### src/rtl/traffic_pkg.sv
// Shared phase codes, light encodings and default BCD durations used by
// traffic_phase_scheduler and its gap detectors.
package traffic_pkg;

    typedef enum logic [2:0] {
        A_GRN  = 3'd0,
        A_YEL  = 3'd1,
        RED_AB = 3'd2,
        B_GRN  = 3'd3,
        B_YEL  = 3'd4,
        RED_BA = 3'd5
    } phase_t;

    localparam logic [1:0] LIGHT_RED = 2'b00;
    localparam logic [1:0] LIGHT_YEL = 2'b01;
    localparam logic [1:0] LIGHT_GRN = 2'b10;

    localparam logic [7:0] A_GREEN_DEF = 8'h30;
    localparam logic [7:0] B_GREEN_DEF = 8'h20;
    localparam logic [7:0] YELLOW_DEF  = 8'h05;
    localparam logic [7:0] ALLRED_DEF  = 8'h02;
    localparam int         GAP_CYC_DEF = 3;

    // Successor on countdown expiry; an all-red phase returns to the green it
    // just left when only that road is demanding.
    function automatic phase_t next_phase(input phase_t cur, input logic a_traffic,
                                          input logic b_traffic);
        phase_t nxt;
        case (cur)
            A_GRN:   nxt = A_YEL;
            A_YEL:   nxt = RED_AB;
            RED_AB:  nxt = (a_traffic && !b_traffic) ? A_GRN : B_GRN;
            B_GRN:   nxt = B_YEL;
            B_YEL:   nxt = RED_BA;
            default: nxt = (b_traffic && !a_traffic) ? B_GRN : A_GRN;
        endcase
        return nxt;
    endfunction

endpackage

### src/rtl/traffic_phase_scheduler_gap_detector.sv
// gap_detector: saturating count of consecutive no-traffic cycles on one road.
// gap is raised in the cycle that completes the GAP_CYC-th such cycle.
module gap_detector #(
    parameter int GAP_CYC = 3
) (
    input  logic clk,
    input  logic rst,
    input  logic traffic,
    input  logic clear,
    input  logic freeze,
    output logic gap
);

    localparam logic [3:0] THRESH = 4'(GAP_CYC - 1);

    logic [3:0] count;

    always_ff @(posedge clk) begin
        if (rst || clear) begin
            count <= 4'd0;
        end else if (!freeze) begin
            if (traffic) begin
                count <= 4'd0;
            end else if (count != 4'hF) begin
                count <= count + 4'd1;
            end
        end
    end

    // Looks one cycle ahead so the yellow begins right after the last gap cycle.
    assign gap = !traffic && (count >= THRESH);

endmodule

### src/rtl/traffic_phase_scheduler.sv
// Two-road phase sequencer driving a shared BCD countdown and the A/B lights.
// Define GAP_OUT_EN to compile in green gap-out via two gap_detector instances.
module traffic_phase_scheduler
    import traffic_pkg::*;
#(
    parameter logic [7:0] A_GREEN_T = A_GREEN_DEF,
    parameter logic [7:0] B_GREEN_T = B_GREEN_DEF,
    parameter logic [7:0] YELLOW_T  = YELLOW_DEF,
    parameter logic [7:0] ALLRED_T  = ALLRED_DEF,
    parameter int         GAP_CYC   = GAP_CYC_DEF
) (
    input  logic       CLK,
    input  logic       R,
    input  logic       A_Traffic,
    input  logic       B_Traffic,
    input  logic       Hold,
    input  logic       cnt_zero,
    output logic       load,
    output logic [3:0] load_msb,
    output logic [3:0] load_lsb,
    output logic       cnt_en,
    output logic [2:0] phase,
    output logic [1:0] A_Light,
    output logic [1:0] B_Light
);

    if (GAP_CYC < 2 || GAP_CYC > 15) begin : g_gap_range
        $error("GAP_CYC must lie in 2..15");
    end

    phase_t     phase_q, phase_d;
    logic       pending_q, pending_d;
    logic       active_q;
    logic       gap_out;
    logic [7:0] duration;

`ifdef GAP_OUT_EN
    logic gap_a, gap_b;
    logic clear_a, clear_b;

    assign clear_a = !active_q || pending_q || (phase_q != A_GRN);
    assign clear_b = !active_q || pending_q || (phase_q != B_GRN);

    gap_detector #(.GAP_CYC(GAP_CYC)) u_gap_a (
        .clk     (CLK),
        .rst     (R),
        .traffic (A_Traffic),
        .clear   (clear_a),
        .freeze  (Hold),
        .gap     (gap_a)
    );

    gap_detector #(.GAP_CYC(GAP_CYC)) u_gap_b (
        .clk     (CLK),
        .rst     (R),
        .traffic (B_Traffic),
        .clear   (clear_b),
        .freeze  (Hold),
        .gap     (gap_b)
    );

    assign gap_out = ((phase_q == A_GRN) && gap_a && B_Traffic) ||
                     ((phase_q == B_GRN) && gap_b && A_Traffic);
`else
    assign gap_out = 1'b0;
`endif

    // active_q is low only in reset, so the first cycle after release is the
    // RED_BA load cycle without any extra reset-exit state.
    always_ff @(posedge CLK) begin
        if (R) begin
            phase_q   <= RED_BA;
            pending_q <= 1'b1;
            active_q  <= 1'b0;
        end else begin
            phase_q   <= phase_d;
            pending_q <= pending_d;
            active_q  <= 1'b1;
        end
    end

    always_comb begin
        phase_d   = phase_q;
        pending_d = pending_q;
        if (!active_q || Hold) begin
            phase_d   = phase_q;
        end else if (pending_q) begin
            pending_d = 1'b0;
        end else if (phase_q > RED_BA) begin
            phase_d   = RED_BA;
            pending_d = 1'b1;
        end else if (cnt_zero) begin
            phase_d   = next_phase(phase_q, A_Traffic, B_Traffic);
            pending_d = 1'b1;
        end else if (gap_out) begin
            phase_d   = (phase_q == A_GRN) ? A_YEL : B_YEL;
            pending_d = 1'b1;
        end
    end

    always_comb begin
        case (phase_q)
            A_GRN:        duration = A_GREEN_T;
            B_GRN:        duration = B_GREEN_T;
            A_YEL, B_YEL: duration = YELLOW_T;
            default:      duration = ALLRED_T;
        endcase
    end

    always_comb begin
        A_Light = LIGHT_RED;
        B_Light = LIGHT_RED;
        case (phase_q)
            A_GRN:   A_Light = LIGHT_GRN;
            A_YEL:   A_Light = LIGHT_YEL;
            B_GRN:   B_Light = LIGHT_GRN;
            B_YEL:   B_Light = LIGHT_YEL;
            default: A_Light = LIGHT_RED;
        endcase
    end

    assign load                 = active_q && pending_q;
    assign cnt_en               = active_q && !pending_q && !Hold;
    assign {load_msb, load_lsb} = load ? duration : 8'h00;
    assign phase                = phase_q;

endmodule

### config.mk
export PLATFORM = sky130hd
export DESIGN_NAME = traffic_phase_scheduler
export DESIGN_NICKNAME = d
export VERILOG_FILES = /design/src/rtl/traffic_pkg.sv /design/src/rtl/traffic_phase_scheduler_gap_detector.sv /design/src/rtl/traffic_phase_scheduler.sv
export SDC_FILE = /design/constraint.sdc
export NUM_CORES = 1
export LEC_CHECK = 0
export CAP_MARGIN = 20
export CORE_AREA = 2 2 39 41
export CTS_CLUSTER_SIZE = 25
export DETAILED_ROUTE_END_ITERATION = 10
export DIE_AREA = 0 0 41 43
export GPL_TIMING_DRIVEN = 0
export PLACE_DENSITY = 0.64
export RECOVER_POWER = 25
export SLEW_MARGIN = 5
export SYNTH_ARGS = -nofsm -noshare
export SYNTH_HDL_FRONTEND = slang
export SYNTH_SLANG_ARGS = --single-unit
### constraint.sdc
create_clock -name CLK -period 1.4 [get_ports CLK]
set_input_delay 0.21 -clock CLK [delete_from_list [all_inputs] [get_ports CLK]]
set_output_delay 0.21 -clock CLK [all_outputs]
set_load 0.01 [all_outputs]
==> flow_summary.rst, run 1 <==
Run summary
-----------

.. list-table::
   :header-rows: 1

   * - Metric
     - Value
   * - Ratio of cells with drive above 1 in the final layout
     - 0.395
   * - Worst hold-check slack
     - 0.555 ns
   * - Critical-path top delay cell
     - dfxtp_2
   * - Relative contribution of sequential cells to total power
     - 0.387
   * - Adder-cell area share of the yosys netlist
     - 0
   * - Hold Path Depth
     - 2
   * - Die width
     - roughly 40 um
   * - Largest type area fraction
     - 0.256
   * - Number of cells in the design after placement
     - 88
   * - Yosys cell types
     - 26
   * - Data required time at the worst endpoint
     - ~1.2 ns
   * - Highest fanout seen on the critical path
     - 6
   * - Input/output buffers
     - 19
   * - Number of cell instances on the worst register-to-register path
     - 6
   * - Minimum setup slack in the final design
     - -0.00791 ns
   * - Hold Path Class
     - reg -> reg
   * - Number of instances in the synthesized netlist
     - 51
   * - Post-synth top flop
     - dfxtp_1
   * - Violations in the final reports
     - negative setup slack
   * - Critical Path Source
     - phase[1]$_SDFFE_PP0P_
   * - Combinational power
     - ~0.084 mW
   * - Netlist Area Pre-Place
     - 392 um^2
   * - Remaining antenna violation count
     - 0
   * - Register share after synthesis
     - 0.256
   * - Worst supply voltage drop on vdd
     - 602 uV
   * - Clock-cell share of area
     - 0.0393
   * - Type of the worst setup path
     - reg -> out
   * - Well tap count
     - 16
   * - Status
     - finished with violations
   * - Wire length of the first global-routing pass
     - 1410 um
   * - Root Buffer
     - clkbuf_4
   * - Mux share of post-synthesis cell area
     - 0.0256
   * - Final Instance Count excl. Fillers
     - around 97
   * - Area of the synthesized netlist per yosys stat
     - roughly 400 um^2
   * - Setup violations, final
     - 1
   * - Reg2reg setup slack
     - around 0.090 ns
   * - Commonest cells after routing, fill and taps aside
     - 10 x buf_4, 6 x clkdlybuf4s50_1
   * - Number of gates resized after CTS
     - 40
==> run 1: routing by layer <==
| layer | routed length, um | up-vias | GRT usage |
|---|---|---|---|
| met4 | 0 | 0 | 0 |
| met1 | 403 | 185 | 0.146 |
| met2 | 441 | 16 | 0.181 |
| met3 | 84 | 0 | 0.0628 |
| met5 | 0 | - | 0 |
| li1 | - | 224 | - |
==> run 1: kinds of logic after synthesis <==
| group | after synthesis |
|---|---|
| AOI/OAI and AO/OA | 10 |
| xor gates and xnor gates | 1 |
| buffers and inverters | 10 |
| DFF | 5 |
| muxes | 1 |
| other | 1 |
| and+or+nand+nor | 23 |
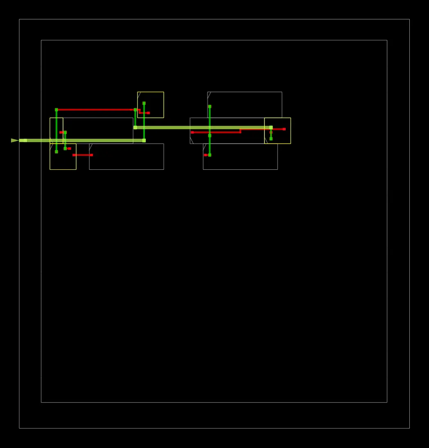
Fig. 1. Clock routing (run 1).
reported clock group power: 0.162 mW
total of clock buffers placed in the layout: 4
num sequential: 5
number of clock sinks seen by CTS: 5
number of buffers inserted during clock tree synthesis: 3

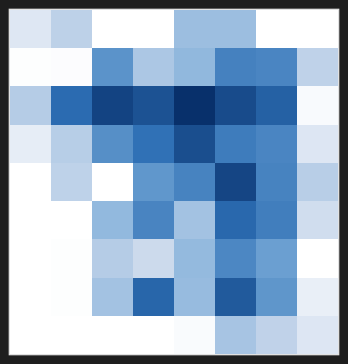
Fig. 2. Cell area per tile (run 1).
Drawn at 8 px/um. 8 x 9 tiles, from white (low) to dark blue (high), 0 to 100% covered.
The mean over all tiles is 37%. The fullest tile reaches 100%. The densest ninth of the die: middle. 26% of the tiles are nearly empty.
final core area utilization: 0.483
floorplan core area: 1380 um^2
effective utilization at floorplan: 0.283

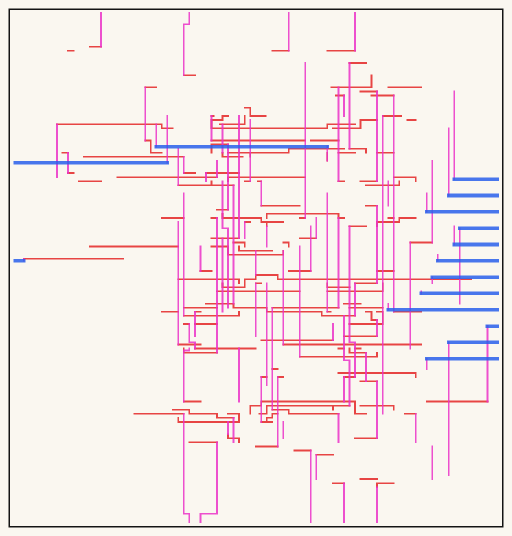
Fig. 3. Routed metal, one colour a layer (run 1).
Drawn at 12 px/um.
Key: met2 = magenta [wire length 442 um]; met3 = blue [wire length 84.2 um]; met1 = red [wire length 403 um]
total global routing track utilization: 0.116
via count: 425
Avg WL per Cell: 9.58 um
Routed Wire Length: 929 um

Fig. 4: run 1, PDN straps and rails
Drawn at 8 px/um. Pins as bars on the die edge. Tap cells in grey.
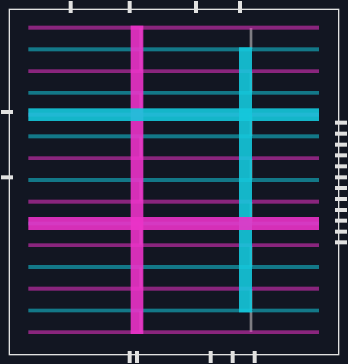

==> run 1 -> run 2 <==
--- a/config.mk
+++ b/config.mk
@@ -13,7 +13,9 @@
 export GPL_TIMING_DRIVEN = 0
 export PLACE_DENSITY = 0.64
 export RECOVER_POWER = 25
+export SKIP_LAST_GASP = 1
 export SLEW_MARGIN = 5
 export SYNTH_ARGS = -nofsm -noshare
 export SYNTH_HDL_FRONTEND = slang
 export SYNTH_SLANG_ARGS = --single-unit
+export TNS_END_PERCENT = 100
==> constraint.sdc (replaced) <==
create_clock -name CLK -period 1.4 [get_ports CLK]
set_input_delay 0.42 -clock CLK [delete_from_list [all_inputs] [get_ports CLK]]
set_output_delay 0.42 -clock CLK [all_outputs]
set_load 0.01 [all_outputs]
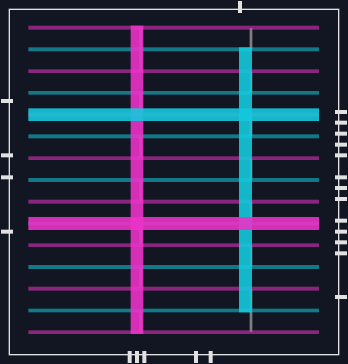
Fig. 5. PDN straps and rails (run 2).
Drawn at 8 px/um. Pins as bars on the die edge. Tap cells in grey.
Key: VDD = cyan; VSS = magenta
15 met1 rails follow the rows. 23 signal pins sit on the boundary.
height of the die: 43 um
die width: 41 um
worst supply voltage drop on vdd: 396 uV

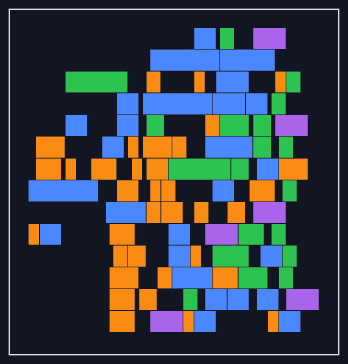
Fig. 6. Cells by drive strength (run 2).
Drawn at 8 px/um.
Key: drive 1 or less = orange [cells 35, share 41%, most used dlygate4sd2_1]; drive 3 to 4 = blue [cells 26, share 30%, most used buf_4]; drive 6 and up = purple [cells 6, share 7.0%, most used buf_6]; drive 2 = green [cells 19, share 22%, most used buf_2]
final instance area: 746 um^2
minimum setup slack in the final design: -0.238 ns
Synth-to-Final Area Change: 90.4%
Plain + repair buffers: 36

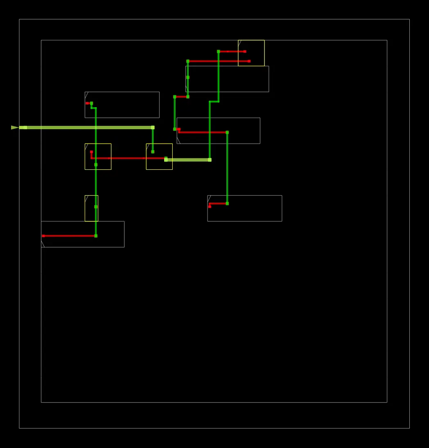
Fig. 7. Clock routing (run 2).
reported clock group power: 0.168 mW
final clock skew: 0.00499 ns
clock insertion delay at the later pin of the skew report: 0.24 ns

==> run 2 against run 1 <==
Effect of this change: the flow still finishes with violations (negative setup slack); register-to-register slack improved by 0.04 ns; non-clock buffer count rose by 5; clock power is 4% higher; cell count rose by 5.2%; via count grew 10%; area after synthesis is the same; combinational power is 7.9% higher; highest routed layer is now met4; routed wire length is 19% higher; first-iteration DRC count grew to 3.0 times the previous value; critical path type unchanged; critical path depth unchanged; power increased by 3.0%; critical endpoint unchanged; largest cell class is now logic gates.
==> flow_summary.rst, run 2 <==
Run summary
-----------

.. list-table::
   :header-rows: 1

   * - Metric
     - Value
   * - Status
     - finished with violations
   * - Violations in the final reports
     - negative setup slack
   * - Register share after synthesis
     - 0.256
   * - Number of gates resized after CTS
     - 61
   * - Number of clock sinks seen by CTS
     - 5
   * - Yosys cell types
     - 26
   * - Hold Path Depth
     - 3
   * - Number of DRC markers in iteration 0
     - 6
   * - Critical-path top delay cell
     - dfxtp_2
   * - Worst hold-check slack
     - a little over 0.5 ns
   * - Met3 usage in global routing
     - 0.0628
   * - Number of nets at the end of the flow
     - a little over 90
   * - Mux share of post-synthesis cell area
     - 0.0256
   * - Final core area utilization
     - 0.539
   * - Met1 demand-to-capacity share in global routing
     - 0.181
   * - Routed Wire Length
     - ~1100 um
   * - Top-level port count
     - 23
   * - Total of clock buffers placed in the layout
     - 4
   * - Number of buffers inserted during clock tree synthesis
     - 3
   * - Post-synthesis area per instance
     - 7.68 um^2
   * - Most Crowded Layer GR
     - met2
   * - Type of the worst setup path
     - reg -> out
   * - Netlist Area Pre-Place
     - slightly below 400 um^2
   * - Well tap count
     - 16
   * - Area of the synthesized netlist per yosys stat
     - 392 um^2
   * - Number of cells in the design after placement
     - roughly 88
   * - Setup violations, final
     - 10
   * - Clock-cell share of area
     - 0.0352
   * - Reg2reg setup slack
     - about 0.13 ns
   * - Largest type area fraction
     - 0.256
   * - Hold Path Class
     - in -> reg
   * - Met2 wire length
     - 523 um
   * - Area share of and-or/or-and cells after synthesis
     - 0.157
   * - Input/output buffers
     - 19
   * - Post-synth top flop
     - dfxtp_1
   * - Minimum setup slack in the final design
     - -0.238 ns
   * - Num sequential
     - 5
   * - Number of instances in the synthesized netlist
     - ~51
   * - Avg WL per Cell
     - approximately 11 um
   * - Data required time at the worst endpoint
     - 0.98 ns
   * - Highest fanout seen on the critical path
     - 5
   * - Adder-cell area share of the yosys netlist
     - 0
   * - Met3 Routed Length
     - around 100 um
   * - Ratio of cells with drive above 1 in the final layout
     - 0.593
   * - Floorplan core area
     - between 1000 and 1500 um^2
   * - Met2 Track Usage GR
     - 0.213
   * - Wire length of the first global-routing pass
     - between 1500 and 2000 um
==> run 2: cell counts after synthesis <==
Identical to the previous run, type by type.
==> run 2: how the worst max path moves through the flow <==
stage	start	end	slack, ns	cells after the start
finish	phase[1]$_SDFFE_PP0P_	load_msb[0]	-0.24	4
global route	phase[1]$_SDFFE_PP0P_	load_msb[0]	-0.28	4
CTS	register	load_lsb[2]	-0.26	5
detailed placement	Hold	cnt_en	-0.79	3
global placement	Hold	cnt_en	-0.78	3
floorplan	register	load_lsb[2]	-0.03	4
==> run 2: power breakdown <==
part | total [mW] | switching [mW] | internal (mW)
registers | 0.154 | 0.00823 | 0.146
clock network | 0.168 | 0.0604 | 0.108
logic | 0.0904 | 0.0420 | 0.0483
==> run 2 -> run 3 <==
--- a/config.mk
+++ b/config.mk
@@ -11,6 +11,7 @@
 export DETAILED_ROUTE_END_ITERATION = 10
 export DIE_AREA = 0 0 41 43
 export GPL_TIMING_DRIVEN = 0
+export MAX_ROUTING_LAYER = met4
 export PLACE_DENSITY = 0.64
 export RECOVER_POWER = 25
 export SKIP_LAST_GASP = 1
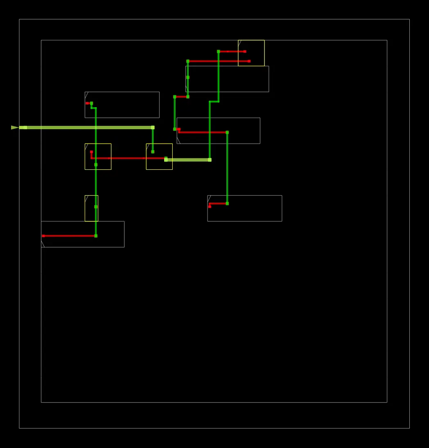
Fig. 8. Clock routing (run 3).

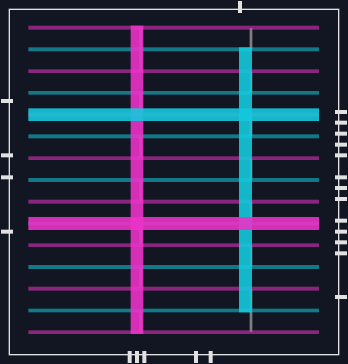
Fig. 9. PDN straps and rails (run 3).
Drawn at 8 px/um. Pins as bars on the die edge. Tap cells in grey.
Key: VDD = cyan; VSS = magenta
2 straps on met4. 16 tap cells. 15 met1 rails follow the rows.

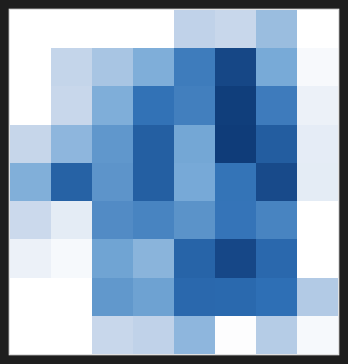
Fig. 10. Cell area per tile (run 3).
Drawn at 8 px/um. 8 x 9 tiles, from white (low) to dark blue (high), 0 to 100% covered.
The densest ninth of the die: middle. 18% of the tiles are over 75% full. The fullest tile reaches 95%. 19% of the tiles are nearly empty.
final core area utilization: 0.539

==> run 3 against run 2 <==
Effect of this change: the flow still finishes with violations (negative setup slack); non-clock buffer count is the same; flip-flop count did not move; register-to-register slack hardly changed; core utilization did not move; critical endpoint unchanged.
==> flow_summary.rst, run 3 <==
Run summary
-----------

.. list-table::
   :header-rows: 1

   * - Metric
     - Value
   * - Combinational power
     - between 0.09 and 0.1 mW
   * - Pint
     - approximately 0.30 mW
   * - Worst supply voltage drop on vdd
     - just under 400 uV
   * - Post-synthesis area per instance
     - 7.68 um^2
   * - Clock-cell share of area
     - 0.0352
   * - Floorplan core area
     - 1380 um^2
   * - Ratio of cells with drive above 1 in the final layout
     - 0.593
   * - Minimum setup slack in the final design
     - -0.238 ns
   * - Number of cells in the design after placement
     - between 80 and 90
   * - Register share after synthesis
     - 0.256
   * - Highest fanout seen on the critical path
     - 5
   * - Number of gates resized after CTS
     - roughly 61
   * - Reg2reg setup slack
     - ~0.13 ns
   * - Share of total power consumed by net switching
     - 0.268
   * - Violations in the final reports
     - negative setup slack
   * - Critical-path top delay cell
     - dfxtp_2
   * - Number of cell instances on the worst register-to-register path
     - 6
   * - Final clock skew
     - roughly 0.005 ns
   * - Reported clock group power
     - ~0.17 mW
   * - Routed Wire Length
     - 1100 um
   * - Data required time at the worst endpoint
     - around 1 ns
   * - Number of nets at the end of the flow
     - approximately 93
   * - Final instance area
     - 746 um^2
   * - Status
     - finished with violations
   * - Area of the synthesized netlist per yosys stat
     - ~390 um^2
   * - Height of the die
     - 43 um
   * - Hold Path Class
     - in -> reg
   * - Plain + repair buffers
     - 36
   * - Comb pwr share
     - 0.219
   * - Num sequential
     - 5
   * - Clock insertion delay at the later pin of the skew report
     - between 0.2 and 0.25 ns
   * - Via count
     - around 470
   * - Number of clock sinks seen by CTS
     - 5
   * - Setup violations, final
     - 10
   * - Switching power
     - 0.111 mW
   * - Worst setup endpoint
     - load_msb[0]
   * - Total global routing track utilization
     - 0.143
   * - Total of clock buffers placed in the layout
     - 4
   * - Yosys cell types
     - 26
   * - Root Buffer
     - clkbuf_4
   * - Power of the sequential group
     - roughly 0.15 mW
   * - Worst hold-check slack
     - around 0.51 ns
   * - Avg WL per Cell
     - around 11 um
   * - Number of buffers inserted during clock tree synthesis
     - 3
   * - Hold Path Depth
     - 3
   * - Largest type area fraction
     - 0.256
   * - Final Instance Count excl. Fillers
     - a little over 100
   * - Remaining antenna violation count
     - 0
   * - Input/output buffers
     - 19
   * - Commonest cells after routing, fill and taps aside
     - 14 x buf_4, 7 x buf_2, 6 x buf_6
==> run 3: per-layer routing <==
layer	routed length [um]	global-route usage
met1	454	0.181
met4	26	0.0200
met5	0	-
met3	99	0.0628
met2	523	0.213
==> run 3: cells by family after synthesis <==
| group | Yosys count | share of synthesized area |
|---|---|---|
| AND-OR/OR-AND | 10 | 0.157 |
| other | 1 | 0.00958 |
| buffers and inverters | 10 | 0.160 |
| XOR/XNOR | 1 | 0.0224 |
| flip-flops | 5 | 0.256 |
| multiplexers | 1 | 0.0256 |
| AND/OR/NAND/NOR | 23 | 0.371 |
==> run 3: worst reg2reg max path, stage by stage, from the launching register on <==
cell,delay [ns]
dfxtp_2,0.32
buf_6,0.13
buf_4,0.14
a21o_1,0.16
nand2_2,0.09
a211oi_1,0.05
a211o_1,0.27
No activity file was given, so power comes from the tool's default toggle rates.
